--- config.mk ---
export PLATFORM = sky130hd
export DESIGN_NAME = gates_sweep_ctrl
export DESIGN_NICKNAME = d
export VERILOG_FILES = /design/src/rtl/gates_sweep_ctrl.sv
export SDC_FILE = /design/constraint.sdc
export NUM_CORES = 1
export LEC_CHECK = 0
export ABC_CLOCK_PERIOD_IN_PS = 2900
export CORE_MARGIN = 5
export CORE_UTILIZATION = 44
export CTS_CLUSTER_DIAMETER = 150
export DETAILED_ROUTE_END_ITERATION = 7
export PLACE_DENSITY = 0.8
export SYNTH_ARGS = -nofsm -noshare
export SYNTH_HDL_FRONTEND = slang
export SYNTH_SLANG_ARGS = --single-unit
--- constraint.sdc ---
create_clock -name CLK -period 2.9 [get_ports CLK]
set_input_delay 0.435 -clock CLK [delete_from_list [all_inputs] [get_ports CLK]]
set_output_delay 0.435 -clock CLK [all_outputs]
set_load 0.01 [all_outputs]
--- src/rtl/gates_sweep_ctrl.sv ---
// -----------------------------------------------------------------------------
// gates_sweep_ctrl
//   Self-test sequencer for the 2-input / 3-output combinational Gates unit.
//   A start request walks gate_in through vectors 0..3. Each vector is held for
//   SETTLE cycles, then the unit's response is captured into a result table and
//   compared with the EXPECTED truth table. At the end it reports pass/fail,
//   the first failing vector and a running sweep count.
//
// Parameters
//   SETTLE    cycles each vector is held before capture (1..15)
//   EXPECTED  expected table, entry i at bits [3i+2:3i]
//             (bit0=AND, bit1=OR, bit2=XOR)
//
// Ports
//   CLK          in   system clock, rising edge
//   Reset        in   synchronous active-high reset
//   start        in   sweep request, level sampled, accepted only in IDLE
//   gate_in      out  vector driven to the Gates unit
//   gate_out     in   Gates unit response
//   busy         out  sweep in progress
//   done         out  one-cycle completion pulse
//   results      out  captured table, EXPECTED packing
//   mismatch     out  bit i set when entry i differs from EXPECTED
//   pass         out  set at completion when no entry mismatched
//   first_fail   out  lowest mismatching vector, 0 on pass
//   sweep_count  out  completed sweeps, wraps modulo 256
//   dbg_state    out  current FSM state (0=IDLE, 1=SETTLE, 2=DONE)
//
// Handshake: start is a level request with no ready signal; it is consumed
// at an edge where the controller is IDLE and ignored in every other state.
// -----------------------------------------------------------------------------
module gates_sweep_ctrl #(
  parameter int unsigned SETTLE   = 2,
  parameter logic [11:0] EXPECTED = 12'h7B0
) (
  input  logic        CLK,
  input  logic        Reset,
  input  logic        start,
  output logic [1:0]  gate_in,
  input  logic [2:0]  gate_out,
  output logic        busy,
  output logic        done,
  output logic [11:0] results,
  output logic [3:0]  mismatch,
  output logic        pass,
  output logic [1:0]  first_fail,
  output logic [7:0]  sweep_count,
  output logic [1:0]  dbg_state
);

  typedef enum logic [1:0] {
    ST_IDLE   = 2'd0,
    ST_SETTLE = 2'd1,
    ST_DONE   = 2'd2
  } state_e;

  localparam logic [3:0] SETTLE_LAST = 4'(SETTLE - 1);

  state_e      state_q, state_d;
  logic [1:0]  vec_q, vec_d;
  logic [3:0]  cnt_q, cnt_d;
  logic        capture;

  logic [1:0]  gate_in_q, gate_in_d;
  logic        busy_q, busy_d;
  logic        done_q, done_d;
  logic [11:0] results_q, results_d;
  logic [3:0]  mismatch_q, mismatch_d;
  logic        pass_q, pass_d;
  logic [1:0]  first_fail_q, first_fail_d;
  logic [7:0]  sweep_count_q, sweep_count_d;
  logic [2:0]  exp_entry;

  // State register and all output/counter flops.
  always_ff @(posedge CLK) begin
    if (Reset) begin
      state_q       <= ST_IDLE;
      vec_q         <= 2'd0;
      cnt_q         <= 4'd0;
      gate_in_q     <= 2'd0;
      busy_q        <= 1'b0;
      done_q        <= 1'b0;
      results_q     <= 12'd0;
      mismatch_q    <= 4'd0;
      pass_q        <= 1'b0;
      first_fail_q  <= 2'd0;
      sweep_count_q <= 8'd0;
    end else begin
      state_q       <= state_d;
      vec_q         <= vec_d;
      cnt_q         <= cnt_d;
      gate_in_q     <= gate_in_d;
      busy_q        <= busy_d;
      done_q        <= done_d;
      results_q     <= results_d;
      mismatch_q    <= mismatch_d;
      pass_q        <= pass_d;
      first_fail_q  <= first_fail_d;
      sweep_count_q <= sweep_count_d;
    end
  end

  // Next-state logic, including the vector/settle counters.
  always_comb begin
    state_d = state_q;
    vec_d   = vec_q;
    cnt_d   = cnt_q;
    capture = 1'b0;
    case (state_q)
      ST_IDLE: begin
        if (start) begin
          state_d = ST_SETTLE;
          vec_d   = 2'd0;
          cnt_d   = 4'd0;
        end
      end
      ST_SETTLE: begin
        if (cnt_q == SETTLE_LAST) begin
          capture = 1'b1;
          cnt_d   = 4'd0;
          if (vec_q == 2'd3) begin
            state_d = ST_DONE;
            vec_d   = 2'd0;
          end else begin
            vec_d = vec_q + 2'd1;
          end
        end else begin
          cnt_d = cnt_q + 4'd1;
        end
      end
      ST_DONE: state_d = ST_IDLE;
      default: state_d = ST_IDLE;
    endcase
  end

  // Output logic. Outputs are computed from the next state so that every
  // port comes straight from a flop and lines up with the state it reflects.
  always_comb begin
    gate_in_d     = (state_d == ST_SETTLE) ? vec_d : 2'd0;
    busy_d        = (state_d == ST_SETTLE);
    done_d        = (state_d == ST_DONE);
    results_d     = results_q;
    mismatch_d    = mismatch_q;
    pass_d        = pass_q;
    first_fail_d  = first_fail_q;
    sweep_count_d = sweep_count_q;
    exp_entry     = EXPECTED[3*vec_q +: 3];

    // A newly accepted sweep starts from a clean report; the count persists.
    if (state_q == ST_IDLE && state_d == ST_SETTLE) begin
      results_d    = 12'd0;
      mismatch_d   = 4'd0;
      pass_d       = 1'b0;
      first_fail_d = 2'd0;
    end

    if (capture) begin
      results_d[3*vec_q +: 3] = gate_out;
      mismatch_d[vec_q]       = (gate_out != exp_entry);
    end

    // Summary uses mismatch_d so the vector-3 result captured on this same
    // edge is included.
    if (state_q == ST_SETTLE && state_d == ST_DONE) begin
      pass_d       = (mismatch_d == 4'd0);
      first_fail_d = 2'd0;
      for (int i = 3; i >= 0; i--) begin
        if (mismatch_d[i]) first_fail_d = 2'(i);
      end
      sweep_count_d = sweep_count_q + 8'd1;
    end
  end

  assign gate_in     = gate_in_q;
  assign busy        = busy_q;
  assign done        = done_q;
  assign results     = results_q;
  assign mismatch    = mismatch_q;
  assign pass        = pass_q;
  assign first_fail  = first_fail_q;
  assign sweep_count = sweep_count_q;
  assign dbg_state   = state_q;

endmodule

==> results.txt <==
Synthesis and PnR results.

- The die height is 76.5 µm.
- The total power of the final layout is 1.03 mW.
- The count of mapped cells out of synthesis reads 223.
- The logs give a warning total of 34.
- The post-CTS repair timing setup buffer count reads 0.
- The clock tree from TritonCTS is built.
- The number of nets with antenna violations after routing is 0.
- Counting flops with a built-in enable in the synthesized netlist gives 0.
- The endpoint with the worst hold slack is results[3].
- The power report attributes to the combinational group a share of 0.084.
- The flow ran to the end, and the final reports show no timing, DRC or antenna violations.
- The final weighted congestion in routability-driven placement reads ~0.87.
- The layout overhead on the synthesized area reads 25.8%.
- The critical setup path kind is flop to flop.
- The actual transition at the worst max-transition pin is 614 ps.
- The capture instance of the worst register-to-register path is first_fail[0].
- The startpoint of the most critical hold path is results[3].
- The worst setup path is captured at a flop.
- The buffering stage count on the worst path with inverters included reads 2.
- According to the dpl log, the detail-placed design has an HPWL of ~3.4 mm.
- The initial antenna violation count came to 0.
- The maximum cell stage delay along the critical path is 550 ps.
- The number of slew-limit violations in the final report is 0.
- The startpoint class of the critical path reads a flop.
- The termination of the worst setup path reads first_fail[0].
- The largest delay contributor family on the critical path is adder cells.
- The number of instances resized during post-cts repair reads 0.
- Per Yosys stat, the portion of area used by sequential elements is 0.401.
- The detail-routed net length per standard cell is 14.9 µm.
- The filler cell count in the final layout reads 414.
- The H-tree level count is 2.
- The minimum clock period is 2460 ps.
- For this design the total switching power over the nets is 240 µW.
- The area of combinational cells with multiple inputs is ~1100 µm².
- The iteration count recorded for the first detailed-route pass is 4.
- The clock slew at the register clock pins of the worst setup and hold paths is 70 ps.
- STA on the placed design reports a worst setup slack of approximately 550 ps.
- The source of the critical timing path is vec_q[0].
- The post-route cell area reads around 2400 µm².
- The share of the core area taken by cells at floorplan is 0.450.
- The critical path's slowest cell is sky130_fd_sc_hd__dfxtp_1.
- The most common logic cell in the routed design reads sky130_fd_sc_hd__dfxtp_1.
- Looking at the clock tree report, the maximum root-to-sink buffer count equals 2.
- The worst hold path belongs to the class flop to flop.
- The area enclosed by the die boundary reads 5860 µm².
## synth_stat cells (2+ instances only)
master | number | area share
sky130_fd_sc_hd__a211oi_1 | 2 | 0.0077
sky130_fd_sc_hd__a21oi_1 | 23 | 0.059
sky130_fd_sc_hd__a41o_1 | 2 | 0.010
sky130_fd_sc_hd__and2_1 | 3 | 0.0096
sky130_fd_sc_hd__and3b_1 | 4 | 0.018
sky130_fd_sc_hd__buf_2 | 4 | 0.010
sky130_fd_sc_hd__buf_4 | 2 | 0.0077
sky130_fd_sc_hd__clkbuf_1 | 4 | 0.0077
sky130_fd_sc_hd__dfxtp_1 | 39 | 0.40
sky130_fd_sc_hd__ha_1 | 12 | 0.077
sky130_fd_sc_hd__inv_1 | 9 | 0.017
sky130_fd_sc_hd__mux2_2 | 4 | 0.023
sky130_fd_sc_hd__nand2_1 | 11 | 0.021
sky130_fd_sc_hd__nand3_1 | 19 | 0.049
sky130_fd_sc_hd__nand3b_1 | 2 | 0.0077
sky130_fd_sc_hd__nand4_1 | 9 | 0.029
sky130_fd_sc_hd__nand4b_1 | 2 | 0.0090
sky130_fd_sc_hd__nor2_1 | 17 | 0.033
sky130_fd_sc_hd__nor2b_1 | 3 | 0.0096
sky130_fd_sc_hd__nor3_1 | 13 | 0.033
sky130_fd_sc_hd__o21ai_0 | 6 | 0.015
sky130_fd_sc_hd__or3_1 | 4 | 0.013
sky130_fd_sc_hd__or3b_1 | 2 | 0.0090
sky130_fd_sc_hd__xnor2_1 | 2 | 0.0090
sky130_fd_sc_hd__xor2_1 | 3 | 0.013
## cells by family (layout without fill, tap and decap cells)
group | after synthesis | count (layout) | synth area share
and+or+nand+nor | 96 | 96 | 0.272
AOI/OAI and AO/OA | 46 | 46 | 0.153
DFF | 39 | 39 | 0.401
buffers and inverters | 21 | 58 | 0.0508
adders and majority gates | 12 | 12 | 0.0771
xor gates and xnor gates | 5 | 5 | 0.0225
muxes | 4 | 4 | 0.0231
## stage by stage
| step | cells | hold slack [ps] | util |
|---|---|---|---|
| floorplan | 223 | 492 | - |
| global placement | 304 | 454 | 0.543 |
| detailed placement | 304 | 457 | 0.543 |
| CTS | 312 | 467 | 0.567 |
| global route | 312 | 494 | 0.567 |
| finish | 312 | 466 | 0.567 |
## state kept, by name, summed over array words and instances (netlist names)
name and count:
cnt_q 4, mismatch 4, sweep_count 8, busy 1
vec_q 2, first_fail 2, done 1, results 12
gate_in 2, dbg_state 2, pass 1
## final cells by class
cell class,instances,area share
multi-input combinational,163,0.436
sequential,39,0.319
timing repair buffer,41,0.164
clock buffer,8,0.0409
tap,52,0.0266
inverter,9,0.0138
## power groups by stage
stage          sequential, mW  combinational, mW  clock (mW)
6_report                0.547             0.0867       0.395
5_1_grt                 0.548             0.0951       0.435
3_5_place_dp            0.559             0.0847           0
4_1_cts                 0.547             0.0861       0.406
3_3_place_gp            0.559             0.0837           0
2_1_floorplan           0.558             0.0561           0
## per-layer routing
layer / vias up / wire length [µm] / GRT usage
met4: 0 / 68 / 0.0734
met1: 826 / 1990 / 0.193
met2: 53 / 2260 / 0.268
met5: - / 0 / 0
li1: 882 / - / -
met3: 6 / 316 / 0.0544
**Cell classes on the final placement**

Scale: 4 px per µm. Fill, decap, tap and diode cells in grey.
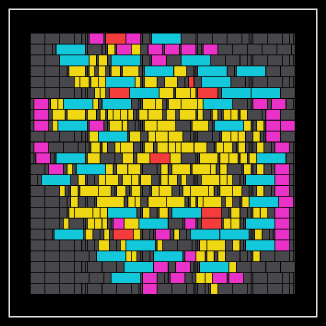
| colour | class | cells | share of their area |
|---|---|---|---|
| yellow | all other logic | 172 | 46% |
| cyan | flip-flops | 39 | 33% |
| red | clock drivers and dummy loads | 8 | 4.2% |
| magenta | other buffers and delay cells | 41 | 17% |

**Clock routing**

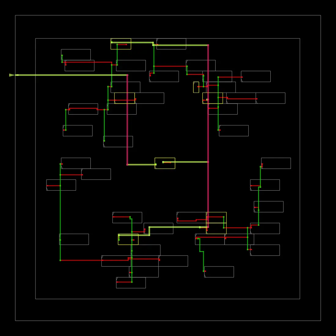
maximum clock skew at final layout: 4.84 ps
Clock Sink Count: 39
clock buffer count: 8
clock insertion delay at the later pin of the skew report: 290 ps

**Routed clock nets over the placement**

Scale: 6 px per µm.
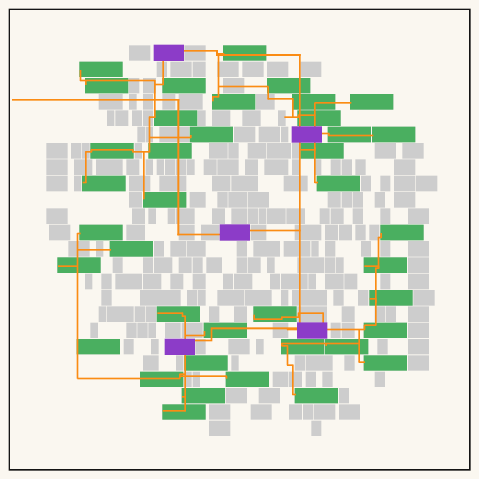
[purple] cells driving clock nets | count: 5
[green] flip-flops | count: 39
[orange] clock wires | length: 470 µm
flops lie: widely spread
routed clock nets: 6
clock power share: 0.384
power in the clock group: 395 µW

**The metal 2 layer**

Scale: 6 px per µm. Cells faint in the background.
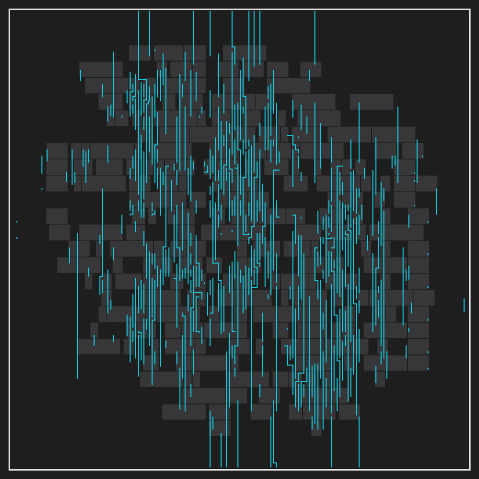
main direction: vertical
longest straight run: 24.5 µm
wire length on this layer: 2260 µm
nets with wire on the layer: 238
DRT Wirelength: 4.64 mm
total via count in the routed design: 1767
GR Util met2: 0.268

**Nets reached from selected ports**

Scale: 4 px per µm.
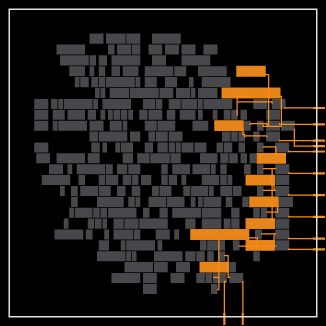
| colour | port | bits | direction | edge | end cells | buffers | wire |
|---|---|---|---|---|---|---|---|
| orange | results | 12 | output | 10 east, 2 south | 12 | 12 | 221 µm |
I/O Pins: 39
count of buffers from port buffering: 38

Power figures rest on the tool's default switching activity, not on a simulated workload.
